[config.mk]
export PLATFORM = sky130hd
export DESIGN_NAME = uart_tx_fifo
export DESIGN_NICKNAME = d
export VERILOG_FILES = /design/src/rtl/uart_pkg.sv /design/src/rtl/sync_fifo.sv /design/src/rtl/uart_tx_fifo.sv
export SDC_FILE = /design/constraint.sdc
export NUM_CORES = 1
export LEC_CHECK = 0
export ABC_AREA = 1
export CAP_MARGIN = 20
export CORE_MARGIN = 3
export CORE_UTILIZATION = 25
export CTS_CLUSTER_DIAMETER = 30
export DETAILED_ROUTE_END_ITERATION = 8
export PLACE_DENSITY_LB_ADDON = 0.1
export RECOVER_POWER = 50
export REMOVE_ABC_BUFFERS = 1
export SETUP_SLACK_MARGIN = 0.05
export SLEW_MARGIN = 20
export SYNTH_ARGS = -nofsm -noshare
export SYNTH_HDL_FRONTEND = slang
export SYNTH_SLANG_ARGS = --single-unit
[constraint.sdc]
create_clock -name clk -period 3.85 [get_ports clk]
set_input_delay 0.77 -clock clk [delete_from_list [all_inputs] [get_ports clk]]
set_output_delay 0.77 -clock clk [all_outputs]
set_load 0.01 [all_outputs]
[src/rtl/uart_pkg.sv]
// Shared constants for the UART transmitter: parity codes, FSM encoding, divisor floor.
package uart_pkg;

   localparam int unsigned MIN_DIV = 2;

   localparam logic [1:0] PAR_NONE = 2'd0;
   localparam logic [1:0] PAR_EVEN = 2'd1;
   localparam logic [1:0] PAR_ODD  = 2'd2;

   localparam logic [2:0] ST_IDLE   = 3'd0;
   localparam logic [2:0] ST_START  = 3'd1;
   localparam logic [2:0] ST_DATA   = 3'd2;
   localparam logic [2:0] ST_PARITY = 3'd3;
   localparam logic [2:0] ST_STOP   = 3'd4;

   // Code 3 is an alias for "no parity".
   function automatic logic par_enabled(input logic [1:0] mode);
      return (mode == PAR_EVEN) || (mode == PAR_ODD);
   endfunction

endpackage

[src/rtl/sync_fifo.sv]
// Single-clock FIFO with occupancy output; full blocks pushes, empty blocks pops.
module sync_fifo #(
   parameter int unsigned DW    = 8,
   parameter int unsigned DEPTH = 8,
   parameter int unsigned AW    = 3
) (
   input  logic          clk,
   input  logic          rst,
   input  logic          push,
   input  logic [DW-1:0] wdata,
   input  logic          pop,
   output logic [DW-1:0] rdata,
   output logic          full,
   output logic          empty,
   output logic [AW:0]   level
);

   localparam int unsigned CW = AW + 1;

   logic [DW-1:0] mem_q [DEPTH];
   logic [DW-1:0] mem_d [DEPTH];
   logic [AW-1:0] wr_ptr_q, wr_ptr_d;
   logic [AW-1:0] rd_ptr_q, rd_ptr_d;
   logic [CW-1:0] count_q, count_d;
   logic          push_en, pop_en;

   assign full  = (count_q == CW'(DEPTH));
   assign empty = (count_q == '0);
   assign level = count_q;
   assign rdata = mem_q[rd_ptr_q];

   // Pointers wrap naturally because DEPTH is a power of two.
   always_comb begin
      mem_d    = mem_q;
      wr_ptr_d = wr_ptr_q;
      rd_ptr_d = rd_ptr_q;
      push_en  = push & ~full;
      pop_en   = pop & ~empty;
      if (push_en) begin
         mem_d[wr_ptr_q] = wdata;
         wr_ptr_d        = wr_ptr_q + AW'(1);
      end
      if (pop_en) begin
         rd_ptr_d = rd_ptr_q + AW'(1);
      end
      count_d = count_q + CW'(push_en) - CW'(pop_en);
   end

   always_ff @(posedge clk) begin
      if (!rst) begin
         wr_ptr_q <= '0;
         rd_ptr_q <= '0;
         count_q  <= '0;
      end else begin
         wr_ptr_q <= wr_ptr_d;
         rd_ptr_q <= rd_ptr_d;
         count_q  <= count_d;
      end
   end

   always_ff @(posedge clk) begin
      mem_q <= mem_d;
   end

endmodule

[src/rtl/uart_tx_fifo.sv]
// UART transmitter with input FIFO, runtime baud divisor, optional parity and 1/2 stop bits.
// Frame config is captured when a word is popped; TX is registered one cycle behind the FSM.
module uart_tx_fifo
   import uart_pkg::*;
#(
   parameter int unsigned DATA_BW    = 8,
   parameter int unsigned FIFO_DEPTH = 8,
   parameter int unsigned FIFO_AW    = 3,
   parameter int unsigned BAUD_BIT   = 16
) (
   input  logic                clk,
   input  logic                rst,
   input  logic [DATA_BW-1:0]  in_data,
   input  logic                in_valid,
   output logic                in_ready,
   input  logic [BAUD_BIT-1:0] baud_div,
   input  logic [1:0]          parity_mode,
   input  logic                two_stop,
   output logic                TX,
   output logic                busy,
   output logic                frame_done,
   output logic [FIFO_AW:0]    fifo_level
);

   localparam int unsigned BIT_CW = $clog2(DATA_BW);

   logic [2:0]          state_q, state_d;
   logic [DATA_BW-1:0]  shift_q, shift_d;
   logic [BIT_CW-1:0]   bit_cnt_q, bit_cnt_d;
   logic [BAUD_BIT-1:0] baud_cnt_q, baud_cnt_d;
   logic [BAUD_BIT-1:0] div_q, div_d;
   logic [1:0]          par_mode_q, par_mode_d;
   logic                two_stop_q, two_stop_d;
   logic                par_bit_q, par_bit_d;
   logic                stop_cnt_q, stop_cnt_d;
   logic                tx_q, tx_d;
   logic                busy_q, busy_d;
   logic                done_q, done_d;

   logic [DATA_BW-1:0]  fifo_rdata;
   logic                fifo_full, fifo_empty, fifo_push;
   logic                load, tick;
   logic [BAUD_BIT-1:0] div_clamp;

   assign in_ready   = rst & ~fifo_full;
   assign fifo_push  = in_valid & in_ready;
   assign TX         = tx_q;
   assign busy       = busy_q;
   assign frame_done = done_q;

   sync_fifo #(
      .DW    (DATA_BW),
      .DEPTH (FIFO_DEPTH),
      .AW    (FIFO_AW)
   ) u_fifo (
      .clk   (clk),
      .rst   (rst),
      .push  (fifo_push),
      .wdata (in_data),
      .pop   (load),
      .rdata (fifo_rdata),
      .full  (fifo_full),
      .empty (fifo_empty),
      .level (fifo_level)
   );

   assign div_clamp = (baud_div < BAUD_BIT'(MIN_DIV)) ? BAUD_BIT'(MIN_DIV) : baud_div;
   assign tick      = (baud_cnt_q == div_q - BAUD_BIT'(1));

   // Next-state, baud timing, shifter and registered-output decode.
   always_comb begin
      state_d    = state_q;
      shift_d    = shift_q;
      bit_cnt_d  = bit_cnt_q;
      div_d      = div_q;
      par_mode_d = par_mode_q;
      two_stop_d = two_stop_q;
      par_bit_d  = par_bit_q;
      stop_cnt_d = stop_cnt_q;
      done_d     = 1'b0;
      load       = 1'b0;
      baud_cnt_d = tick ? '0 : baud_cnt_q + BAUD_BIT'(1);

      case (state_q)
         ST_IDLE: begin
            baud_cnt_d = '0;
            load       = ~fifo_empty;
         end
         ST_START: begin
            if (tick) begin
               state_d   = ST_DATA;
               bit_cnt_d = '0;
            end
         end
         ST_DATA: begin
            if (tick) begin
               shift_d = shift_q >> 1;
               if (bit_cnt_q == BIT_CW'(DATA_BW - 1)) begin
                  state_d = par_enabled(par_mode_q) ? ST_PARITY : ST_STOP;
               end else begin
                  bit_cnt_d = bit_cnt_q + BIT_CW'(1);
               end
            end
         end
         ST_PARITY: begin
            if (tick) begin
               state_d = ST_STOP;
            end
         end
         ST_STOP: begin
            if (tick) begin
               if (two_stop_q && !stop_cnt_q) begin
                  stop_cnt_d = 1'b1;
               end else begin
                  done_d  = 1'b1;
                  state_d = ST_IDLE;
                  load    = ~fifo_empty;
               end
            end
         end
         default: begin
            state_d = ST_IDLE;
         end
      endcase

      // Popping a word starts a frame and freezes its configuration.
      if (load) begin
         state_d    = ST_START;
         shift_d    = fifo_rdata;
         par_mode_d = parity_mode;
         two_stop_d = two_stop;
         div_d      = div_clamp;
         par_bit_d  = (parity_mode == PAR_ODD) ? ~^fifo_rdata : ^fifo_rdata;
         bit_cnt_d  = '0;
         stop_cnt_d = 1'b0;
         baud_cnt_d = '0;
      end

      case (state_q)
         ST_START:  tx_d = 1'b0;
         ST_DATA:   tx_d = shift_q[0];
         ST_PARITY: tx_d = par_bit_q;
         default:   tx_d = 1'b1;
      endcase

      busy_d = (state_q != ST_IDLE) | ~fifo_empty;
   end

   always_ff @(posedge clk) begin
      if (!rst) begin
         state_q    <= ST_IDLE;
         shift_q    <= '0;
         bit_cnt_q  <= '0;
         baud_cnt_q <= '0;
         div_q      <= BAUD_BIT'(MIN_DIV);
         par_mode_q <= PAR_NONE;
         two_stop_q <= 1'b0;
         par_bit_q  <= 1'b0;
         stop_cnt_q <= 1'b0;
         tx_q       <= 1'b1;
         busy_q     <= 1'b0;
         done_q     <= 1'b0;
      end else begin
         state_q    <= state_d;
         shift_q    <= shift_d;
         bit_cnt_q  <= bit_cnt_d;
         baud_cnt_q <= baud_cnt_d;
         div_q      <= div_d;
         par_mode_q <= par_mode_d;
         two_stop_q <= two_stop_d;
         par_bit_q  <= par_bit_d;
         stop_cnt_q <= stop_cnt_d;
         tx_q       <= tx_d;
         busy_q     <= busy_d;
         done_q     <= done_d;
      end
   end

endmodule
==> GITHUB_STEP_SUMMARY, run 1 <==
## Synthesis and layout report

| Metric | Value |
|---|---|
| Main area contributors | `edfxtp_1, dfxtp_1, nand2_1` |
| P_sw | `2.676 mW` |
| Setup TNS | `0 ps` |
| Count leader, synth | `nand2_1` |
| Final Cell Area | `0.007868 sq mm` |
| Seq_cells | `128` |
| R2R depth | `18` |
| # resized after CTS | `0` |
| Outcome | `complete, no violations` |
| Sw Share | `43.28%` |
| Root buf cell | `clkbuf_16` |
| P_clk | `1.74 mW` |
| Fillers | `2715` |
| Number of enable flip-flop cells | `64` |
| Final hold slack | `458.4 ps` |
| Fin crit period | `3221 ps` |
| P_comb | `2.66 mW` |
| Post-place setup slack | `658.4 ps` |
| Final setup fails | `0` |
| PwrDens | `785.8 mW/mm^2` |
| Post-synthesis mux area share | `0%` |
| Complex Gates by Area | `7.729%` |
| Die Footprint | `0.02793 sq mm` |
| Synthesized chip area reported by yosys | `0.006491 sq mm` |
| Worst Hold Class | `reg2reg` |
| Part of the power in registers | `28.9%` |
| Leading cell kind | `registers` |
| RSZ-0062 raised after global routing | `false` |
| Tot Pwr | `6.182 mW` |
==> run 1: registers in the layout (all words and copies together) (netlist names) <==
register and count:
bit_cnt_q 3, par_bit_q 1, busy 1, shift_q 8
u_fifo.level 4, two_stop_q 1, stop_cnt_q 1, div_q 16
state_q 3, u_fifo.mem_q 64, par_mode_q 2, TX 1
baud_cnt_q 16, u_fifo.rd_ptr_q 3, u_fifo.wr_ptr_q 3, frame_done 1
==> run 1: tightest hold or removal path, delay by kind of cell (launching register included) <==
kind            cells  cell delay, ps
buf+inv             1              60
flops               1             300
compound gates      1              50
==> run 1: metal layers <==
layer / global-route usage (%) / share of wire [%]
met1: 16.71 / 49
met4: 3.842 / 0.87
met2: 21.20 / 47
met5: 0 / 0
met3: 2.856 / 2.5
Figure 1. Cell density map (run 1).
Scale: 1.5 px per um. 17 x 17 tiles, from dark purple (low) to yellow (high), 0 to 100% covered.
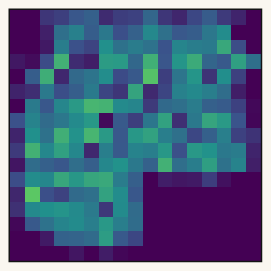
mean over tiles: 27%
nearly empty tiles: 24%
emptiest ninth of the die: bottom right
fullest tile: 74%
core area: 0.02533 sq mm
Finished Core Util: 31.06%

Figure 2. Gate families picked out (run 1).
Scale: 3 px per um.
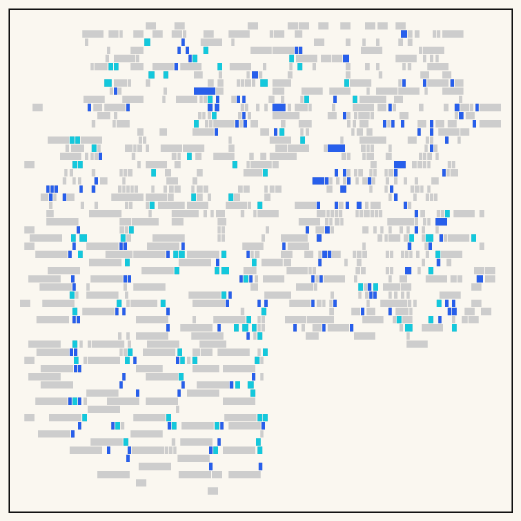
[aoi and oai cells] cyan | cells: 96 | where: widely spread
[nor cells] blue | cells: 158
Finished Layout Cells: 1196
most numerous logic cell after layout: nand2_1
Comb/total area: 36.13%

Figure 3. Wires at chosen ports, followed through buffers (run 1).
Scale: 2 px per um.
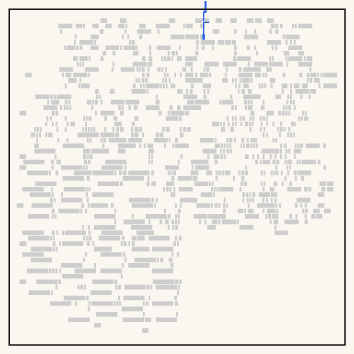
[two_stop] blue | bits: 1 | direction: input | edge: top | end cells: 1 | buffers: 1 | wire: 17.0 um
io pins: 38
IO Port Bufs: 37

==> run 2: changes to the inputs <==
==> constraint.sdc (replaced) <==
create_clock -name clk -period 2.95 [get_ports clk]
set_input_delay 0.59 -clock clk [delete_from_list [all_inputs] [get_ports clk]]
set_output_delay 0.59 -clock clk [all_outputs]
set_load 0.01 [all_outputs]
Figure 4. Gate families picked out (run 2).
Scale: 3 px per um.
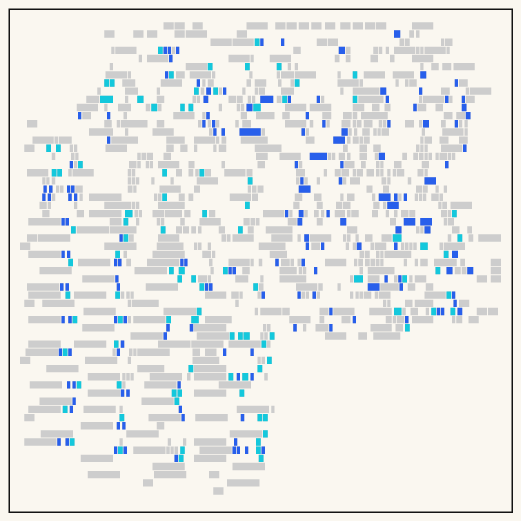
[nor cells] blue | cells: 158 | where: widely spread
[aoi and oai cells] cyan | cells: 96 | where: widely spread
Finished Layout Cells: 1236
Comb/total area: 36.15%

==> run 2 against run 1 <==
Wire length up 1.7%. Global-route usage up 0.17 points. Area after synthesis unchanged. Design area up 6.5%. Clock power up 32%. Cell count up 3.3%. Count of clock-buffer cells in the layout unchanged. Largest power group unchanged. Highest routed layer unchanged.
==> GITHUB_STEP_SUMMARY, run 2 <==
## Synthesis and layout report

| Metric | Value |
|---|---|
| Die Footprint | `0.02793 sq mm` |
| Fin crit period | `2761 ps` |
| Tot Pwr | `8.771 mW` |
| GR Util met2 | `21.66%` |
| RSZ-0062 raised after global routing | `false` |
| Complex Gates by Area | `7.729%` |
| Fillers | `2660` |
| Core area | `0.02533 sq mm` |
| Grt met3 use | `2.691%` |
| Part of the power in registers | `26.6%` |
| Outcome | `complete, no violations` |
| Met3 WL | `401 um` |
| IO Port Bufs | `37` |
| Leading cell kind | `registers` |
| Setup TNS | `0 ps` |
| P_clk | `2.29 mW` |
| Main area contributors | `edfxtp_1, dfxtp_1, nand2_1` |
| Post-synthesis mux area share | `0%` |
| Largest registers | `u_fifo.mem_q (64), baud_cnt_q (16), div_q (16)` |
| Post-place setup slack | `-48.68 ps` |
| Synthesized chip area reported by yosys | `0.006491 sq mm` |
| Final Cell Area | `0.008376 sq mm` |
| Most numerous logic cell after layout | `nand2_1` |
Figure 5. Sequential cells grouped by signal name (run 2).
Scale: 2 px per um. Other sequential cells in the stronger grey, the rest of the logic in the fainter grey.
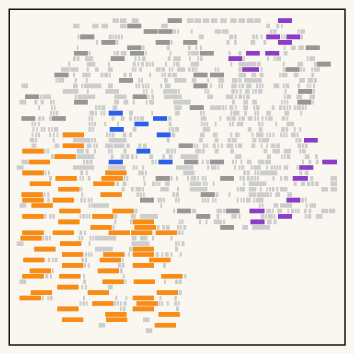
[u_fifo.mem_q] orange | flops: 64
[shift_q] blue | flops: 8
[div_q] purple | flops: 16
Reg area: 0.003211 sq mm
Finished Core Util: 33.07%
Seq group: 2.34 mW

[run 2: repair_timing]
action	CTS	global route
cloned	0	0
gates resized	13	48
setup endpoints to repair	3	26
hold buffers	0	0
pin swaps	3	18
setup buffers	2	4
[run 2: worst paths after layout]
check | from | end | cells past startpoint
worst max-delay path | rst | in_ready | 4
worst max register to register | div_q[8]$_SDFFE_PN0N_ | u_fifo.level[1]$_SDFF_PN0_ | 20
worst min-delay path | par_bit_q$_SDFFE_PN0N_ | par_bit_q$_SDFFE_PN0N_ | 2
worst min register to register | par_bit_q$_SDFFE_PN0N_ | par_bit_q$_SDFFE_PN0N_ | 2
[run 2: tightest hold or removal path: stages, from the launching register on]
cell,delay [ps]
dfxtp_1,310
nand2_1,60
nand2_1,40
Power and IR drop assume default switching activity.
